Figure 1. Routing congestion map.
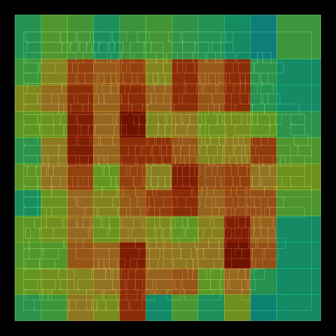
Figure 2. Logic cells by family.
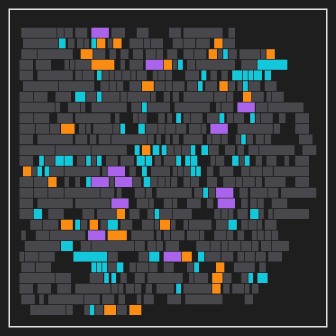
Figure 3. Register map, names as in the netlist.
The bar under the picture is 20 um long.
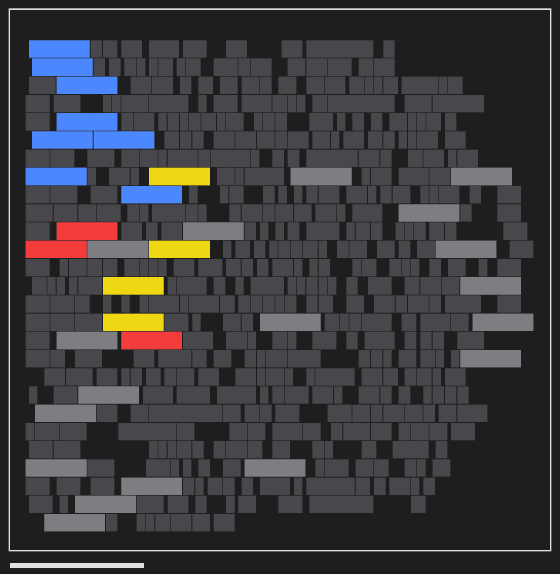
Figure 4. Layout detail.
The bar under the picture is 10 um long. Region (8, 8) to (33, 33) um. Cells in grey, sequential cells in the stronger grey; small squares are vias.
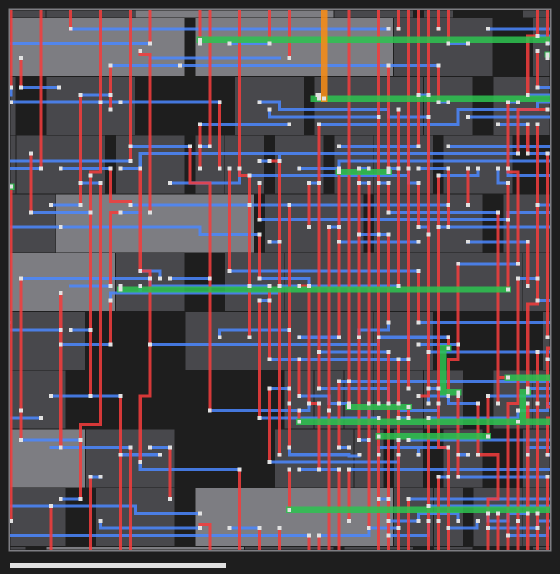
### config.mk
export PLATFORM = sky130hd
export DESIGN_NAME = dht11_uart_report
export DESIGN_NICKNAME = d
export VERILOG_FILES = /design/src/rtl/dht11_uart_report.sv
export SDC_FILE = /design/constraint.sdc
export NUM_CORES = 1
export LEC_CHECK = 0
export CAP_MARGIN = 5
export CORE_MARGIN = 2
export CORE_UTILIZATION = 64
export DETAILED_ROUTE_END_ITERATION = 16
export HOLD_SLACK_MARGIN = 0.03
export PLACE_DENSITY = 0.94
export RECOVER_POWER = 50
export SLEW_MARGIN = 20
export SYNTH_ARGS = -nofsm -noshare
export SYNTH_HDL_FRONTEND = slang
export SYNTH_SLANG_ARGS = --single-unit
### constraint.sdc
create_clock -name clk -period 10.9 [get_ports clk]
set_clock_uncertainty 0.15 [all_clocks]
set_input_delay 2.18 -clock clk [delete_from_list [all_inputs] [get_ports clk]]
set_output_delay 2.18 -clock clk [all_outputs]
set_load 0.01 [all_outputs]
### src/rtl/dht11_uart_report.sv
// Streams the latest DHT11 reading as "H:hh T:tt" plus a line terminator
// into a UART TX core, one byte per tx_start/tx_busy handshake.
module dht11_uart_report #(
  parameter bit TERM_CRLF = 1'b1
) (
  input  logic       clk,
  input  logic       rst,
  input  logic       sel,
  input  logic       report_req,
  input  logic [7:0] humidity,
  input  logic [7:0] temperature,
  input  logic       data_valid,
  input  logic       tx_busy,
  output logic [7:0] tx_data,
  output logic       tx_start,
  output logic       busy,
  output logic       done
);

  localparam int MSG_LEN = TERM_CRLF ? 11 : 10;

  typedef enum logic [2:0] {
    S_IDLE,
    S_LOAD,
    S_WAIT_ACK,
    S_WAIT_IDLE,
    S_FINISH
  } state_t;

  state_t      r_state, w_next;
  logic [3:0]  r_idx;
  logic [7:0]  r_hum, r_temp;
  logic        r_valid;
  logic        w_accept, w_last, w_fire;
  logic [15:0] w_hdig, w_tdig;
  logic [7:0]  w_byte;

  // Two ASCII digits of a clamped 0..99 value, or "--" when there is no reading.
  function automatic logic [15:0] to_ascii(input logic [7:0] v, input logic ok);
    logic [6:0] c;
    c = (v > 8'd99) ? 7'd99 : v[6:0];
    if (!ok) return 16'h2D2D;
    return {8'h30 + 8'(c / 7'd10), 8'h30 + 8'(c % 7'd10)};
  endfunction

  assign w_accept = (r_state == S_IDLE) && report_req && sel;
  assign w_last   = (r_idx == 4'(MSG_LEN - 1));
  assign w_fire   = (r_state == S_LOAD) && !tx_busy;
  assign w_hdig   = to_ascii(r_hum, r_valid);
  assign w_tdig   = to_ascii(r_temp, r_valid);

  always_comb begin
    w_byte = 8'h00;
    case (r_idx)
      4'd0:  w_byte = 8'h48;
      4'd1:  w_byte = 8'h3A;
      4'd2:  w_byte = w_hdig[15:8];
      4'd3:  w_byte = w_hdig[7:0];
      4'd4:  w_byte = 8'h20;
      4'd5:  w_byte = 8'h54;
      4'd6:  w_byte = 8'h3A;
      4'd7:  w_byte = w_tdig[15:8];
      4'd8:  w_byte = w_tdig[7:0];
      4'd9:  w_byte = TERM_CRLF ? 8'h0D : 8'h0A;
      4'd10: w_byte = 8'h0A;
      default: w_byte = 8'h00;
    endcase
  end

  always_comb begin
    w_next = r_state;
    case (r_state)
      S_IDLE:      if (w_accept) w_next = S_LOAD;
      S_LOAD:      if (!tx_busy) w_next = S_WAIT_ACK;
      S_WAIT_ACK:  if (tx_busy) w_next = S_WAIT_IDLE;
      S_WAIT_IDLE: if (!tx_busy) w_next = w_last ? S_FINISH : S_LOAD;
      S_FINISH:    w_next = S_IDLE;
      default:     w_next = S_IDLE;
    endcase
  end

  always_ff @(posedge clk or posedge rst) begin
    if (rst) begin
      r_state  <= S_IDLE;
      r_idx    <= 4'd0;
      r_hum    <= 8'h00;
      r_temp   <= 8'h00;
      r_valid  <= 1'b0;
      tx_start <= 1'b0;
      tx_data  <= 8'h00;
    end else begin
      r_state  <= w_next;
      tx_start <= w_fire;
      if (w_fire) tx_data <= w_byte;
      if (w_accept) begin
        r_idx   <= 4'd0;
        r_hum   <= humidity;
        r_temp  <= temperature;
        r_valid <= data_valid;
      end else if (r_state == S_WAIT_IDLE && !tx_busy && !w_last) begin
        r_idx <= r_idx + 4'd1;
      end
    end
  end

  assign busy = (r_state != S_IDLE);
  assign done = (r_state == S_FINISH);

endmodule

==> Slide: Implementation Results <==
Synthesis and Place & Route Summary

Floorplanning
  – Die Wd: 80.6 um

Drt
  – Antenna Nets Post-Route: 0
  – DRT Pass-1 Iters: 5

Yosys
  – Avg Inst Size Synth: 8.15 sq um
  – Nets at Floorplan: 495
  – Cell variety after synth: 89
  – Synth async-reset ratio: 1.00
  – Logic family by area: AND-OR/OR-AND gates
  – Mux area share: 0.0583
  – Fa+ha+maj area frac: 0.0400

Setup path
  – R2R Path Start: r_temp[6]$_DFFE_PP0P_
  – Worst path bufs/invs: 1
  – Delay-heaviest family, CP: AND-OR/OR-AND gates
  – Crit path kind: flop to flop
  – Slowest stage delay, CP: 0.52 ns
  – R2R Path End: tx_data[6]$_DFFE_PP0P_
  – Worst path slowest cell: dfrtp_1
  – CP Data Required Time: 10.92 ns

Timing
  – Final Hold Vio Count: 0
  – Slew HR: -0.243
  – Final TNS setup: 0 ns
  – Max Slew Vio Count: 34
  – Fin crit share: 0.523

Place
  – Place WS: 5.31 ns
  – Global placement routability congestion: 0.912

Outcome
  – Outcome: finished, violations left
  – Failing checks: max-capacitance violations, max-slew violations

Worst hold path
  – Hold Crit Start: tx_data[7]$_DFFE_PP0P_

Run
  – Number of max-cap violations: 1

Cells and area
  – Combinational Gates: 385
  – Clock network share of area: 0.0278
  – Most frequent logic cell in the layout: nor2_1
  – Inverter count: 19

Global route
  – Initial antenna violation count: 0
-- Figure 1 (at the start) --
met1 GRT Util: 0.445
WL/cell: 17.7 um
busiest grt layer: met2

-- Figure 2 (at the start) --
colour	family	cells	most used
purple	adder and majority cells	12	ha_1
cyan	NOR gates	69	nor2_1
orange	AND and OR gates	26	and2_1

-- Figure 3 (at the start) --
colour	signal	sequential cells
red	r_state	3
blue	r_hum	8
yellow	r_idx	4

-- Figure 4 (at the start) --
colour	layer
red	met2
blue	met1
green	met3
orange	met4
cells with their middle in the window	46
most frequent	nor2_1 (6), mux2_2 (5), dfrtp_1 (5)
netlist names of flops here include	r_temp (4), r_state (1)
sequential cells in the window	5

flip-flops by register name (all words and copies together), names as in the netlist:
signal	cells
r_temp	8
r_valid	1
r_idx	4
r_hum	8
tx_data	8
tx_start	1
r_state	3
per-layer routing:
metal	up-vias	global-route usage	wire, um
li1	1742	-	-
met5	-	0	0
met3	23	0.0539	801
met2	196	0.505	4590
met4	0	0.0610	136
met1	1767	0.445	4230
